==> images/met1.png <==
Supply wires on this layer in grey.
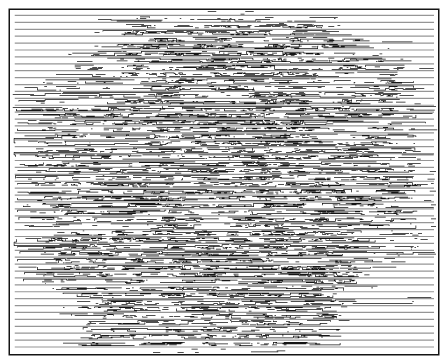
==> images/met2.png <==
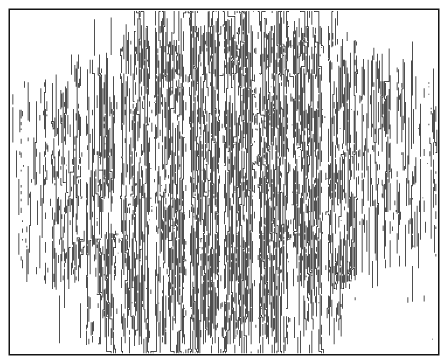
==> images/met3.png <==
Scale bar: 50 µm. Cells faint in the background.
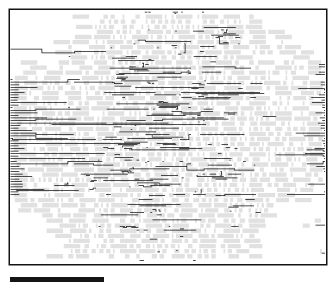
==> images/met4.png <==
Supply wires on this layer in grey. Cells faint in the background.
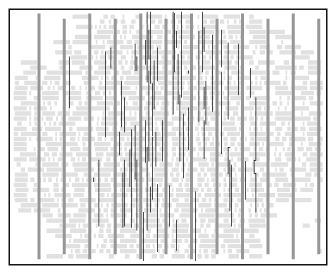
$ cat config.mk
export PLATFORM = sky130hd
export DESIGN_NAME = puf_soc_sipo_flat
export DESIGN_NICKNAME = d
export VERILOG_FILES = /design/src/rtl/puf_soc_sipo_if.sv /design/src/rtl/puf_soc_sipo.sv /design/src/flat_wrapper.sv
export SDC_FILE = /design/constraint.sdc
export NUM_CORES = 1
export LEC_CHECK = 0
export ABC_AREA = 1
export ABC_CLOCK_PERIOD_IN_PS = 1600
export CAP_MARGIN = 30
export CELL_PAD_IN_SITES_DETAIL_PLACEMENT = 1
export CELL_PAD_IN_SITES_GLOBAL_PLACEMENT = 1
export CORE_ASPECT_RATIO = 0.8
export CORE_MARGIN = 1.5
export CORE_UTILIZATION = 33
export CTS_CLUSTER_DIAMETER = 60
export DETAILED_ROUTE_END_ITERATION = 6
export PLACE_DENSITY = 0.86
export SYNTH_ARGS = -nofsm -noshare
export SYNTH_HDL_FRONTEND = slang
export SYNTH_SLANG_ARGS = --single-unit
$ cat constraint.sdc
create_clock -name clk -period 1.6 [get_ports clk]
set_input_delay 0.32 -clock clk [delete_from_list [all_inputs] [get_ports clk]]
set_output_delay 0.32 -clock clk [all_outputs]
set_load 0.05 [all_outputs]
$ cat src/rtl/puf_soc_sipo_if.sv
// -----------------------------------------------------------------------------
// puf_soc_sipo_if
//
// Bundles the signals of the PUF SoC serial-frame receiver: the serial input
// side, the parallel frame output side, the receiver controls and two debug
// observation signals.
//
// Handshake semantics (both channels): a transfer happens on a rising clk edge
// where valid and ready are both 1. A source that raises valid keeps valid and
// its payload unchanged until that edge. A sink may raise or drop ready
// whenever it likes, and ready does not depend on valid.
//   serial channel : i_rx_valid / o_rx_ready, payload i_rx_data (1 bit)
//   frame channel  : o_rx_valid / i_rx_ready, payload o_rx_data, o_rx_perr
//
// Modports:
//   master - the side that feeds serial bits and consumes frames
//   slave  - the deserializer itself
//
// Signals:
//   i_rx_en     receiver enable (0 pauses bit acceptance, state held)
//   i_rx_mode   frame type, 1: debug, 0: normal (taken on first bit of a frame)
//   i_rx_flush  synchronous abort of a partial frame
//   i_rx_data   serial data bit, LSB of the frame first
//   i_rx_valid  serial bit valid
//   o_rx_ready  receiver accepts a serial bit this cycle
//   o_rx_data   assembled frame, bit k = k-th received bit
//   o_rx_valid  o_rx_data holds a complete frame
//   i_rx_ready  downstream accepts the frame
//   o_rx_done   one-cycle pulse on frame completion
//   o_rx_perr   parity error flag of the presented frame
//   dbg_state   receiver FSM state (0: RECV, 1: HOLD)
//   dbg_cnt     received-bit counter of the frame in progress
// -----------------------------------------------------------------------------
interface puf_soc_sipo_if #(
  parameter int FRAM_SIZE = 160,
  parameter int CNT_W     = $clog2(FRAM_SIZE + 2)
);

  logic                 i_rx_en;
  logic                 i_rx_mode;
  logic                 i_rx_flush;
  logic                 i_rx_data;
  logic                 i_rx_valid;
  logic                 o_rx_ready;
  logic [FRAM_SIZE-1:0] o_rx_data;
  logic                 o_rx_valid;
  logic                 i_rx_ready;
  logic                 o_rx_done;
  logic                 o_rx_perr;
  logic                 dbg_state;
  logic [CNT_W-1:0]     dbg_cnt;

  modport master (
    output i_rx_en,
    output i_rx_mode,
    output i_rx_flush,
    output i_rx_data,
    output i_rx_valid,
    input  o_rx_ready,
    input  o_rx_data,
    input  o_rx_valid,
    output i_rx_ready,
    input  o_rx_done,
    input  o_rx_perr,
    input  dbg_state,
    input  dbg_cnt
  );

  modport slave (
    input  i_rx_en,
    input  i_rx_mode,
    input  i_rx_flush,
    input  i_rx_data,
    input  i_rx_valid,
    output o_rx_ready,
    output o_rx_data,
    output o_rx_valid,
    input  i_rx_ready,
    output o_rx_done,
    output o_rx_perr,
    output dbg_state,
    output dbg_cnt
  );

endinterface

$ cat src/rtl/puf_soc_sipo.sv
// -----------------------------------------------------------------------------
// puf_soc_sipo
//
// Serial-in/parallel-out deserializer at the receive end of the PUF SoC serial
// frame link. Serial bits arrive LSB first over a valid/ready handshake and
// are assembled into a FRAM_SIZE-wide word. A frame is either NORM_MOD bits
// (normal) or DEBUG_MOD bits (debug); the type is taken from i_rx_mode on the
// first bit of each frame. The finished frame is offered downstream over a
// second valid/ready handshake and held until it is taken.
//
// Optional feature (compile-time macro PUF_SOC_SIPO_PARITY_EN):
//   defined   - each frame carries one trailing even-parity bit after its data
//               bits; it is not stored, and o_rx_perr reports a mismatch.
//   undefined - frames carry data bits only and o_rx_perr is tied to 0.
//
// Ports:
//   clk    clock
//   rst_n  asynchronous active-low reset
//   rx     puf_soc_sipo_if.slave (serial input, frame output, controls, debug)
//
// Parameters:
//   FRAM_SIZE  parallel output width (>= NORM_MOD and >= DEBUG_MOD)
//   NORM_MOD   data bits per normal frame
//   DEBUG_MOD  data bits per debug frame
//
// FSM:
//   RECV - o_rx_ready=1, shifting in bits
//   HOLD - o_rx_valid=1, frame presented and frozen until consumed
// All outputs come straight from flops.
// -----------------------------------------------------------------------------
module puf_soc_sipo #(
  parameter int FRAM_SIZE = 160,
  parameter int NORM_MOD  = 34,
  parameter int DEBUG_MOD = 133
) (
  input  logic            clk,
  input  logic            rst_n,
  puf_soc_sipo_if.slave   rx
);

  localparam int CNT_W = $clog2(FRAM_SIZE + 2);

`ifdef PUF_SOC_SIPO_PARITY_EN
  localparam int PAR_BITS = 1;
`else
  localparam int PAR_BITS = 0;
`endif

  // Counter value at which the final bit of each frame type is accepted.
  localparam logic [CNT_W-1:0] NORM_LAST = CNT_W'(NORM_MOD + PAR_BITS - 1);
  localparam logic [CNT_W-1:0] DBG_LAST  = CNT_W'(DEBUG_MOD + PAR_BITS - 1);

  typedef enum logic {
    RECV = 1'b0,
    HOLD = 1'b1
  } state_t;

  state_t               state_q;
  logic [CNT_W-1:0]     cnt_q;
  logic                 mode_q;
  logic [FRAM_SIZE-1:0] data_q;
  logic                 ready_q;
  logic                 valid_q;
  logic                 done_q;

  logic                 acc;
  logic                 frame_dbg;
  logic                 last_bit;
  logic                 store_bit;
  logic [FRAM_SIZE-1:0] bit_set;

  assign acc = rx.i_rx_en & rx.i_rx_valid & ready_q;

  // The frame type is live from i_rx_mode only on the first bit; afterwards
  // the latched copy is used, so mode changes mid-frame have no effect.
  assign frame_dbg = (cnt_q == '0) ? rx.i_rx_mode : mode_q;
  assign last_bit  = (cnt_q == (frame_dbg ? DBG_LAST : NORM_LAST));

  // One-hot of the incoming bit at its frame position. Bits above the frame
  // length are never set because the counter never reaches them.
  assign bit_set = {{(FRAM_SIZE-1){1'b0}}, rx.i_rx_data} << cnt_q;

`ifdef PUF_SOC_SIPO_PARITY_EN
  logic par_q;
  logic perr_q;

  // The parity bit is the last bit of the frame and is not stored.
  assign store_bit = ~last_bit;
`else
  assign store_bit = 1'b1;
`endif

  always_ff @(posedge clk or negedge rst_n) begin
    if (!rst_n) begin
      state_q <= RECV;
      cnt_q   <= '0;
      mode_q  <= 1'b0;
      data_q  <= '0;
      ready_q <= 1'b1;
      valid_q <= 1'b0;
      done_q  <= 1'b0;
`ifdef PUF_SOC_SIPO_PARITY_EN
      par_q   <= 1'b0;
      perr_q  <= 1'b0;
`endif
    end else begin
      done_q <= 1'b0;
      case (state_q)
        RECV: begin
          if (rx.i_rx_flush) begin
            // Abort wins over a bit accepted in the same cycle.
            cnt_q  <= '0;
            data_q <= '0;
`ifdef PUF_SOC_SIPO_PARITY_EN
            par_q  <= 1'b0;
`endif
          end else if (acc) begin
            if (cnt_q == '0) begin
              mode_q <= rx.i_rx_mode;
            end
            if (store_bit) begin
              data_q <= data_q | bit_set;
            end
            if (last_bit) begin
              state_q <= HOLD;
              cnt_q   <= '0;
              ready_q <= 1'b0;
              valid_q <= 1'b1;
              done_q  <= 1'b1;
`ifdef PUF_SOC_SIPO_PARITY_EN
              // Running XOR of data bits folded with the parity bit itself.
              perr_q  <= par_q ^ rx.i_rx_data;
              par_q   <= 1'b0;
`endif
            end else begin
              cnt_q <= cnt_q + 1'b1;
`ifdef PUF_SOC_SIPO_PARITY_EN
              par_q <= par_q ^ rx.i_rx_data;
`endif
            end
          end
        end

        HOLD: begin
          // Flush is ignored here: a completed frame is always delivered.
          if (rx.i_rx_ready) begin
            state_q <= RECV;
            ready_q <= 1'b1;
            valid_q <= 1'b0;
            data_q  <= '0;
`ifdef PUF_SOC_SIPO_PARITY_EN
            perr_q  <= 1'b0;
`endif
          end
        end

        default: begin
          state_q <= RECV;
          cnt_q   <= '0;
          data_q  <= '0;
          ready_q <= 1'b1;
          valid_q <= 1'b0;
        end
      endcase
    end
  end

  assign rx.o_rx_ready = ready_q;
  assign rx.o_rx_valid = valid_q;
  assign rx.o_rx_data  = data_q;
  assign rx.o_rx_done  = done_q;
  assign rx.dbg_state  = state_q;
  assign rx.dbg_cnt    = cnt_q;

`ifdef PUF_SOC_SIPO_PARITY_EN
  assign rx.o_rx_perr = perr_q;
`else
  assign rx.o_rx_perr = 1'b0;
`endif

`ifndef SYNTHESIS
  // Ready and valid mirror the two states and are never both set.
  a_ready_is_recv : assert property (@(posedge clk) disable iff (!rst_n)
    ready_q == (state_q == RECV));
  a_ready_valid_excl : assert property (@(posedge clk) disable iff (!rst_n)
    ready_q != valid_q);
  a_done_with_valid : assert property (@(posedge clk) disable iff (!rst_n)
    done_q |-> valid_q);
  a_cnt_in_frame : assert property (@(posedge clk) disable iff (!rst_n)
    cnt_q <= DBG_LAST || cnt_q <= NORM_LAST);
`endif

endmodule

$ cat src/flat_wrapper.sv
// flat-port wrapper written by rule: the top's interface ports become plain ports
module puf_soc_sipo_flat 
#(
  parameter int FRAM_SIZE = 160,
  parameter int NORM_MOD  = 34,
  parameter int DEBUG_MOD = 133
)
  (clk, rst_n, rx_i_rx_en, rx_i_rx_mode, rx_i_rx_flush, rx_i_rx_data, rx_i_rx_valid, rx_o_rx_ready, rx_o_rx_data, rx_o_rx_valid, rx_i_rx_ready, rx_o_rx_done, rx_o_rx_perr, rx_dbg_state, rx_dbg_cnt);
  puf_soc_sipo_if #(.FRAM_SIZE(FRAM_SIZE)) rx_i ();
  input  logic clk;
  input  logic rst_n;
  input wire logic [$bits(rx_i.i_rx_en)-1:0] rx_i_rx_en;
  input wire logic [$bits(rx_i.i_rx_mode)-1:0] rx_i_rx_mode;
  input wire logic [$bits(rx_i.i_rx_flush)-1:0] rx_i_rx_flush;
  input wire logic [$bits(rx_i.i_rx_data)-1:0] rx_i_rx_data;
  input wire logic [$bits(rx_i.i_rx_valid)-1:0] rx_i_rx_valid;
  output wire logic [$bits(rx_i.o_rx_ready)-1:0] rx_o_rx_ready;
  output wire logic [$bits(rx_i.o_rx_data)-1:0] rx_o_rx_data;
  output wire logic [$bits(rx_i.o_rx_valid)-1:0] rx_o_rx_valid;
  input wire logic [$bits(rx_i.i_rx_ready)-1:0] rx_i_rx_ready;
  output wire logic [$bits(rx_i.o_rx_done)-1:0] rx_o_rx_done;
  output wire logic [$bits(rx_i.o_rx_perr)-1:0] rx_o_rx_perr;
  output wire logic [$bits(rx_i.dbg_state)-1:0] rx_dbg_state;
  output wire logic [$bits(rx_i.dbg_cnt)-1:0] rx_dbg_cnt;
  assign rx_i.i_rx_en = rx_i_rx_en;
  assign rx_i.i_rx_mode = rx_i_rx_mode;
  assign rx_i.i_rx_flush = rx_i_rx_flush;
  assign rx_i.i_rx_data = rx_i_rx_data;
  assign rx_i.i_rx_valid = rx_i_rx_valid;
  assign rx_o_rx_ready = rx_i.o_rx_ready;
  assign rx_o_rx_data = rx_i.o_rx_data;
  assign rx_o_rx_valid = rx_i.o_rx_valid;
  assign rx_i.i_rx_ready = rx_i_rx_ready;
  assign rx_o_rx_done = rx_i.o_rx_done;
  assign rx_o_rx_perr = rx_i.o_rx_perr;
  assign rx_dbg_state = rx_i.dbg_state;
  assign rx_dbg_cnt = rx_i.dbg_cnt;
  puf_soc_sipo #(.FRAM_SIZE(FRAM_SIZE), .NORM_MOD(NORM_MOD), .DEBUG_MOD(DEBUG_MOD)) u_core (.clk(clk), .rst_n(rst_n), .rx(rx_i));
endmodule
==> notes.md <==
The full implementation flow was run.

The flow ran to the end, but the final reports show violations. The clock network power reported by the tool is between 4 and 5 mW. The clock input transition at the sequential cells of the worst setup and hold paths stands at about 80 ps. At the later pin of the worst-skew pair, clock insertion delay measures 460 ps. The area share of fa/ha/maj cells after synthesis stands at less than 1%. The max-slew violation count stands at 0. The synthesis run identifies the leading combinational cell family as simple AND/OR/NAND/NOR gates. The checks that failed: setup timing.

The required arrival time at the worst endpoint stands at ~2000 ps. The combinational-cell power consumption stands at around 1.2 mW. The number of OpenROAD warnings stands at 30.

The final setup TNS stands at -22,050 ps. The via count of the first global-routing pass is ~7,600. For met1 alone, demand over resource in global routing was between 30% and 40%. The power per cell area stands at between 700 and 800 nW/µm².

The instance tally after logic synthesis stands at 802. The multiplexer area fraction after synthesis stands at 0%. The chip area line of the yosys report stands at between 7000 and 8000 µm². The routed design uses 18,500 µm of met2 wire. In the global route stage, met3 resource usage came out at 7.83%. The number of inserted diodes stands at 0. Data arrives at the worst endpoint at between 2000 and 2500 ps. Yosys mapped a number of flops with a built-in enable equal to 0. Power comes to 10.1 mW. The detail-routed net length per standard cell stands at roughly 28 µm. The internal portion of total power stands at about 7.2 mW.

During synthesis, Yosys emitted a total of 0 warnings. The critical path in this run is classified as flip-flop to flip-flop. The final setup violation count stands at 171. The net switching power in the latest report is between 2 and 3 mW. The area fraction in compound gates stands at about an eighth.

In the post-route analysis, the smallest setup slack over all paths is -313 ps. The die height stands at 135 µm. The max-capacitance violation count stands at 0.

STA classifies the critical path endpoint as a flip-flop. Following the worst setup path forward leads to its endpoint at u_core.rx.o_rx_data[34]. The number of top-level pins stands at about 180.
Back to the opening pictures, met1.png:
wire length on this layer	15,200 µm
main direction	horizontal
nets with wire on the layer	993
share of all routed wire	40%
longest straight run	56.1 µm

Back to the opening pictures, met2.png:
longest straight run	71.7 µm
main direction	vertical
wire length on this layer	18,500 µm

Back to the opening pictures, met3.png:
nets with wire on the layer	224
main direction	horizontal

Back to the opening pictures, met4.png:
longest straight run	54.4 µm
nets with wire on the layer	50
share of all routed wire	4.4%
main direction	vertical
wire length on this layer	1,670 µm

cell type report:
class                   instances  area (µm²)  area share, %
multi-input cells             514        3610           27.2
well taps                     275         344           2.59
clock buffers                  19         453           3.41
clock inverters                13         141           1.07
flip-flops and latches        173        4340           32.7
inverters                      61         259           1.95
repair buffers                318        4120           31.0
state kept, by name, indices dropped and copies added (netlist names):
signal / cells
u_core.rx.o_rx_data: 160
u_core.rx.dbg_cnt: 8
u_core.mode_q: 1
u_core.rx.dbg_state: 1
u_core.rx.o_rx_done: 1
u_core.rx.o_rx_ready: 1
u_core.rx.o_rx_valid: 1
cells in the final DEF (no fill, tap or decap), drive strengths merged, types with 11 or more instances in the layout:
cell type	n
inv	66
nor2	217
clkbuf	32
nor3	11
nand4	17
buf	298
a21oi	158
nand2	44
nand3	29
dfrtp	172
nor4	18
Power is estimated from default activity; no workload was simulated.
